`src/rtl/ether_phy_mgr_pkg.sv`:
```
// Shared definitions for the PHY command sequencer: controller command
// codes, status-word bit positions and the common counter width.
package ether_phy_mgr_pkg;

   typedef enum logic [3:0] {
      ECTL_CMD_NOP     = 4'd0,
      ECTL_CMD_RESET   = 4'd1,
      ECTL_CMD_SETMODE = 4'd2,
      ECTL_CMD_GETSTAT = 4'd3
   } ectl_cmd_e;

   localparam int unsigned PHY_STAT_LINK_BIT = 2;
   localparam int unsigned PHY_STAT_W        = 16;
   localparam int unsigned CNT_W             = 32;

endpackage

```
`src/rtl/ether_phy_mgr_if.sv`:
```
// Command port between the sequencer (master) and the MDIO PHY controller
// (slave). ready is a completion toggle from the MDC domain; rdata is held
// stable by the controller until the next GETSTAT.
interface ether_phy_mgr_if;

   logic        cs;
   logic [3:0]  cmd;
   logic        ready;
   logic [15:0] rdata;

   modport master (output cs, output cmd, input ready, input rdata);
   modport slave  (input cs, input cmd, output ready, output rdata);

endinterface

```
`src/rtl/ether_phy_mgr_toggle_sync.sv`:
```
// Brings an asynchronous completion toggle into the clk domain and turns
// every change of level into a one-clk pulse. Usable for any MDC->clk toggle.
module ether_phy_mgr_toggle_sync (
   input  logic clk,
   input  logic rst_n,
   input  logic tog_in,
   output logic pulse
);

   logic s1_r;
   logic s2_r;
   logic s3_r;

   // Two-flop synchroniser followed by a history flop for edge detection.
   always_ff @(posedge clk or negedge rst_n) begin
      if (!rst_n) begin
         s1_r <= 1'b0;
         s2_r <= 1'b0;
         s3_r <= 1'b0;
      end else begin
         s1_r <= tog_in;
         s2_r <= s1_r;
         s3_r <= s2_r;
      end
   end

   assign pulse = s2_r ^ s3_r;

endmodule

```
`src/rtl/ether_phy_mgr.sv`:
```
// PHY management sequencer: RESET, recovery wait, SETMODE, then periodic
// GETSTAT polling. Publishes the status word and link state and flags a
// controller that stops answering.
module ether_phy_mgr
   import ether_phy_mgr_pkg::*;
#(
   parameter int unsigned RESET_WAIT_CYC = 50000,
   parameter int unsigned POLL_CYC       = 5000000,
   parameter int unsigned TIMEOUT_CYC    = 100000
) (
   input  logic                  clk,
   input  logic                  rst_n,
   input  logic                  restart,
   ether_phy_mgr_if.master       ectl,
   output logic [PHY_STAT_W-1:0] phy_stat,
   output logic                  link_up,
   output logic                  link_change,
   output logic                  mgr_err
);

   typedef enum logic [2:0] {
      S_INIT      = 3'd0,
      S_RST_WAIT  = 3'd1,
      S_HOLD      = 3'd2,
      S_MODE_WAIT = 3'd3,
      S_POLL_WAIT = 3'd4,
      S_CAPT      = 3'd5,
      S_IDLE      = 3'd6,
      S_FAIL      = 3'd7
   } state_e;

   localparam logic [CNT_W-1:0] INIT_LAST = 32'd3;
   localparam logic [CNT_W-1:0] HOLD_LAST = CNT_W'(RESET_WAIT_CYC - 1);
   localparam logic [CNT_W-1:0] POLL_LAST = CNT_W'(POLL_CYC - 1);
   localparam logic [CNT_W-1:0] TO_LAST   = CNT_W'(TIMEOUT_CYC - 1);

   state_e           state_r;
   logic [CNT_W-1:0] cnt_r;
   logic             cs_r;
   ectl_cmd_e        cmd_r;
   logic             done_s;

   ether_phy_mgr_toggle_sync u_ready_sync (
      .clk    (clk),
      .rst_n  (rst_n),
      .tog_in (ectl.ready),
      .pulse  (done_s)
   );

   assign ectl.cs  = cs_r;
   assign ectl.cmd = cmd_r;

   // Sequencer FSM with the shared wait/timeout counter and all registered outputs.
   always_ff @(posedge clk or negedge rst_n) begin
      if (!rst_n) begin
         state_r     <= S_INIT;
         cnt_r       <= 32'd0;
         cs_r        <= 1'b0;
         cmd_r       <= ECTL_CMD_NOP;
         phy_stat    <= 16'h0000;
         link_up     <= 1'b0;
         link_change <= 1'b0;
         mgr_err     <= 1'b0;
      end else if (restart) begin
         // Abort everything; the status word and link state stay visible.
         state_r     <= S_INIT;
         cnt_r       <= 32'd0;
         cs_r        <= 1'b0;
         cmd_r       <= ECTL_CMD_NOP;
         link_change <= 1'b0;
         mgr_err     <= 1'b0;
      end else begin
         link_change <= 1'b0;
         case (state_r)
            S_INIT: begin
               // Gives the synchroniser time to flush a power-up or stale toggle.
               if (cnt_r == INIT_LAST) begin
                  state_r <= S_RST_WAIT;
                  cnt_r   <= 32'd0;
                  cs_r    <= 1'b1;
                  cmd_r   <= ECTL_CMD_RESET;
               end else begin
                  cnt_r <= cnt_r + 32'd1;
               end
            end
            S_RST_WAIT, S_MODE_WAIT, S_POLL_WAIT: begin
               if (done_s) begin
                  cs_r  <= 1'b0;
                  cmd_r <= ECTL_CMD_NOP;
                  if (state_r == S_RST_WAIT) begin
                     state_r <= S_HOLD;
                     cnt_r   <= 32'd0;
                  end else if (state_r == S_MODE_WAIT) begin
                     // Park in IDLE with the poll interval already expired so the
                     // first GETSTAT goes out after exactly one clk with cs low.
                     state_r <= S_IDLE;
                     cnt_r   <= POLL_LAST;
                  end else begin
                     state_r <= S_CAPT;
                     cnt_r   <= 32'd0;
                  end
               end else if (cnt_r == TO_LAST) begin
                  state_r <= S_FAIL;
                  cnt_r   <= 32'd0;
                  cs_r    <= 1'b0;
                  cmd_r   <= ECTL_CMD_NOP;
                  mgr_err <= 1'b1;
               end else begin
                  cnt_r <= cnt_r + 32'd1;
               end
            end
            S_HOLD: begin
               if (cnt_r == HOLD_LAST) begin
                  state_r <= S_MODE_WAIT;
                  cnt_r   <= 32'd0;
                  cs_r    <= 1'b1;
                  cmd_r   <= ECTL_CMD_SETMODE;
               end else begin
                  cnt_r <= cnt_r + 32'd1;
               end
            end
            S_CAPT: begin
               // rdata has been stable for several clk by now.
               phy_stat    <= ectl.rdata;
               link_up     <= ectl.rdata[PHY_STAT_LINK_BIT];
               link_change <= (ectl.rdata[PHY_STAT_LINK_BIT] != link_up);
               state_r     <= S_IDLE;
               cnt_r       <= 32'd0;
            end
            S_IDLE: begin
               if (cnt_r == POLL_LAST) begin
                  state_r <= S_POLL_WAIT;
                  cnt_r   <= 32'd0;
                  cs_r    <= 1'b1;
                  cmd_r   <= ECTL_CMD_GETSTAT;
               end else begin
                  cnt_r <= cnt_r + 32'd1;
               end
            end
            S_FAIL: begin
               cs_r  <= 1'b0;
               cmd_r <= ECTL_CMD_NOP;
            end
            default: begin
               state_r <= S_INIT;
               cnt_r   <= 32'd0;
               cs_r    <= 1'b0;
               cmd_r   <= ECTL_CMD_NOP;
            end
         endcase
      end
   end

endmodule

```
`src/flat_wrapper.sv`:
```
// flat-port wrapper written by rule: the top's interface ports become plain ports
module ether_phy_mgr_flat import ether_phy_mgr_pkg::*;
#(
   parameter int unsigned RESET_WAIT_CYC = 50000,
   parameter int unsigned POLL_CYC       = 5000000,
   parameter int unsigned TIMEOUT_CYC    = 100000
)
  (clk, rst_n, restart, phy_stat, link_up, link_change, mgr_err, ectl_cs, ectl_cmd, ectl_ready, ectl_rdata);
  ether_phy_mgr_if ectl_i ();
  input  logic clk;
  input  logic rst_n;
  input  logic restart;
  output logic [PHY_STAT_W-1:0] phy_stat;
  output logic link_up;
  output logic link_change;
  output logic mgr_err;
  output wire logic [$bits(ectl_i.cs)-1:0] ectl_cs;
  output wire logic [$bits(ectl_i.cmd)-1:0] ectl_cmd;
  input wire logic [$bits(ectl_i.ready)-1:0] ectl_ready;
  input wire logic [$bits(ectl_i.rdata)-1:0] ectl_rdata;
  assign ectl_cs = ectl_i.cs;
  assign ectl_cmd = ectl_i.cmd;
  assign ectl_i.ready = ectl_ready;
  assign ectl_i.rdata = ectl_rdata;
  ether_phy_mgr #(.RESET_WAIT_CYC(RESET_WAIT_CYC), .POLL_CYC(POLL_CYC), .TIMEOUT_CYC(TIMEOUT_CYC)) u_core (.clk(clk), .rst_n(rst_n), .restart(restart), .ectl(ectl_i), .phy_stat(phy_stat), .link_up(link_up), .link_change(link_change), .mgr_err(mgr_err));
endmodule
```
`config.mk`:
```
export PLATFORM = sky130hd
export DESIGN_NAME = ether_phy_mgr_flat
export DESIGN_NICKNAME = d
export VERILOG_FILES = /design/src/rtl/ether_phy_mgr_pkg.sv /design/src/rtl/ether_phy_mgr_if.sv /design/src/rtl/ether_phy_mgr_toggle_sync.sv /design/src/rtl/ether_phy_mgr.sv /design/src/flat_wrapper.sv
export SDC_FILE = /design/constraint.sdc
export NUM_CORES = 1
export LEC_CHECK = 0
export CAP_MARGIN = 25
export CORE_MARGIN = 5
export CORE_UTILIZATION = 40
export DETAILED_ROUTE_END_ITERATION = 10
export GPL_ROUTABILITY_DRIVEN = 0
export HOLD_SLACK_MARGIN = 0.02
export PLACE_DENSITY = 0.68
export SLEW_MARGIN = 20
export SYNTH_ARGS = -nofsm -noshare
export SYNTH_HDL_FRONTEND = slang
export SYNTH_HIERARCHICAL = 1
export SYNTH_SLANG_ARGS = --single-unit
```
`constraint.sdc`:
```
create_clock -name clk -period 4.9 [get_ports clk]
set_clock_uncertainty 0.1 [all_clocks]
set_input_delay 0.735 -clock clk [delete_from_list [all_inputs] [get_ports clk]]
set_output_delay 0.735 -clock clk [all_outputs]
set_load 0.005 [all_outputs]
```
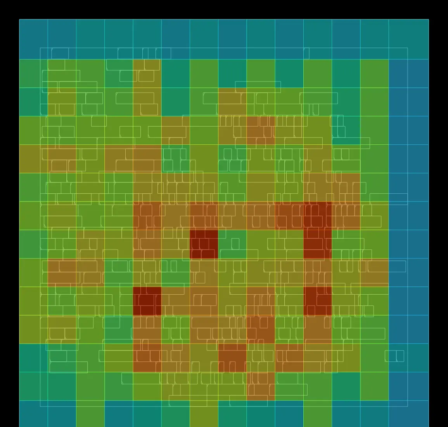
Figure 1: track usage over the die.
met1 usage: 0.230
final core occ: 0.499
met3 Use GR: 0.0659
post-DR wirelength/cell: 16.0 um

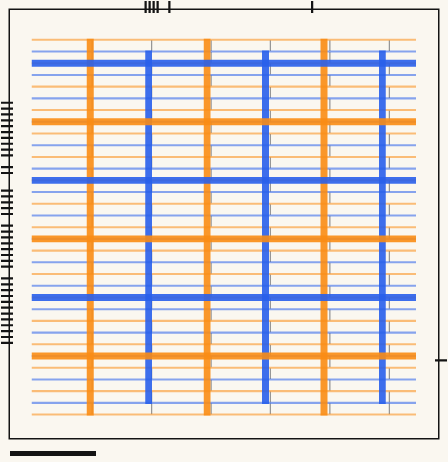
Figure 2: floorplan with the power grid.
Scale bar: 20 um. Pins as bars on the die edge. Tap cells in grey.
| colour | net |
|---|---|
| blue | VDD |
| orange | VSS |
met1 rails: 33
met4 straps: 6
rows: 32
die height: 99.4 um
Core ar.: 7770 sq um
peak supply drop: 0.000263 V
die span in x: 99.4 um

==> Changelog: implementation <==
## Implementation

* Outcome: complete, no violations
* Post-DP Area at between 3000 and 4000 sq um
* Total Routing Usage GR at 0.169
* Init Core Util at 0.412
* RR Endpoint: u_core/ectl.cmd[1]
* Post-synth area hogs: dfrtp_1 (46%), mux2_2 (5.6%), nand3_1 (5.5%)
* Post-CTS Setup Repair Bufs at 0
* WP data required at about 5100 ps
* Ys cells at ~350
* Post-route cell area at 3870 sq um
* Worst setup margin at between 1500 and 2000 ps
* CP Launch Type: register
* Critical path endpoint category: register
* M1 wire length at around 3.6 mm
* Post-synth cell types at about 47
* Drt pass-1 iters at 4
* Port buffer count at approximately 40
* Power Density at approximately 390 nW/um^2
* Vias per cell at around 5.8
* Max transition margin at 0.307
* Highest clock rate at between 300 and 400 MHz
* Chip area at ~9900 sq um
* Met3 routed WL at 715 um
* Ys async rst share at 1.00
* Post-Route Setup TNS at 0 ps
* Yosys chip area at 3200 sq um
* Clk_lat worst skew at around 340 ps
* Post-synth EDFFs at 0
* Worst min path class: reg2reg
* Area leader share at 0.462
* Hold-fix buffers, CTS at 0
* Area Overhead vs Synth at 21.2%
* Max_cap viols at 0
* RR Startpoint: u_core/cnt_r[22]
* CTS clk-pin slew, worst paths at 70 ps
* End of the critical path: u_core/ectl.cmd[1]
* H-tree depth at 3
* Unrepaired setup endpoints after global routing: no
* Yosys top cell by area: dfrtp_1
* Mapped Area at between 3000 and 4000 sq um
* Registers, synthesis at between 50 and 60
* Worst Setup SP: u_core/cnt_r[22]
* Slew Viols, Final at 0
* Final HPWL DP at around 5.4 mm
* Number of global-route vias before repair at between 2000 and 3000
* Cell Rows at 32
* Final Power at 1.50 mW
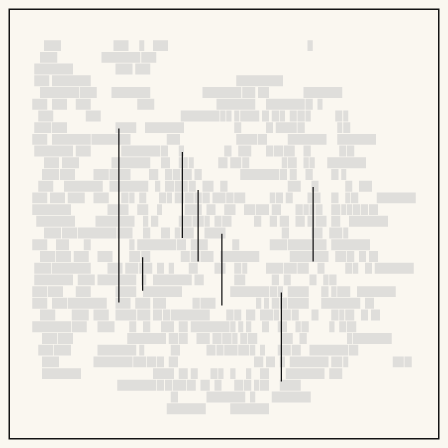
Figure 3: signal wires on met4.
Cells faint in the background.
share of all routed wire: 1.7%
nets with wire on the layer: 5
final wirelength: 7.89 mm
routed vias: 2861

synth_stat cells (all sizes together) (2+ instances only):
library cell  count
a211o             3
a21o              6
a21oi            22
a22o              7
a31oi            13
a41oi             3
and2              3
and3              5
and4              5
buf               5
clkbuf           17
dfrtp            59
inv               5
mux2             16
nand2            40
nand2b            5
nand3            35
nand3b            3
nand4             9
nor2             14
nor2b             4
nor3             11
nor4              7
nor4b             2
o21ai            23
or2               3
or3               5
or4               3
xor2              2
state kept, by name, indices dropped and copies added (netlist names), 2 cells and up:
register / flops
u_core/cnt_r: 32
u_core/ectl.cmd: 2
u_core/phy_stat: 16
u_core/state_r: 3
kinds of logic after synthesis:
kind of cell             Yosys count  synth area share
XOR/XNOR                           3           0.00822
multiplexers                      17            0.0595
flip-flops                        59             0.462
other                              1           0.00117
adder cells (fa/ha/maj)            1           0.00391
buffers and inverters             27            0.0399
AND/OR/NAND/NOR                  158             0.263
AND-OR/OR-AND                     83             0.162
through the flow:
step | utilization | cells | hold WS (ps)
2_1_floorplan | - | 350 | 231
3_3_place_gp | 0.471 | 476 | 236
3_5_place_dp | 0.471 | 476 | 236
4_1_cts | 0.499 | 492 | 252
5_1_grt | 0.499 | 492 | 276
6_report | 0.499 | 492 | 249
worst min path at each step:
stage                                   startpoint                  endpoint  slack (ps)  cells past startpoint
after CTS                 u_core/u_ready_sync/s1_r  u_core/u_ready_sync/s2_r         250                      0
after floorplan           u_core/u_ready_sync/s1_r  u_core/u_ready_sync/s2_r         230                      0
after global routing      u_core/u_ready_sync/s1_r  u_core/u_ready_sync/s2_r         280                      0
after global placement    u_core/u_ready_sync/s1_r  u_core/u_ready_sync/s2_r         240                      0
final                     u_core/u_ready_sync/s1_r  u_core/u_ready_sync/s2_r         250                      0
after detailed placement  u_core/u_ready_sync/s1_r  u_core/u_ready_sync/s2_r         240                      0
routing by layer:
metal	vias up	GRT usage
met2	95	0.246
li1	1369	-
met3	16	0.0659
met5	-	0
met1	1381	0.230
met4	0	0.0599
area by class of cell:
| cell class | count | area (sq um) |
|---|---|---|
| Inverter | 5 | 18.8 |
| Clock inverter | 4 | 47.5 |
| Sequential cell | 59 | 1480 |
| Timing Repair Buffer | 46 | 443 |
| Multi-Input combinational cell | 264 | 1600 |
| Tap cell | 102 | 128 |
| Fill cell | 760 | 3890 |
| Clock buffer | 12 | 165 |
cells in the final DEF, fill, tap and decap left out, drive strengths merged, types with 6 or more instances in the layout:
cell	instances
clkdlybuf4s50	40
nand2	40
nor4	7
a22o	7
nor2	14
nand4	9
nor3	11
clkbuf	12
a31oi	13
a21o	6
o21ai	23
a21oi	22
buf	6
dfrtp	59
mux2	16
nand3	35
where the power goes:
group          leakage, nW  switching, mW  internal [mW]
Combinational        0.743          0.157          0.238
Clock                0.108          0.195          0.275
Sequential           0.785         0.0665          0.571
Total                 1.64          0.418           1.08
critical path, cell delays in order (launching register included):
cell     delay (ps)
dfrtp_1         470
or4_4           570
or4_1           560
or3_1           400
nand2_2         110
a21oi_2          60
buf_4           250
or4b_1          510
nand3_1         100
Power and IR drop assume default switching activity.
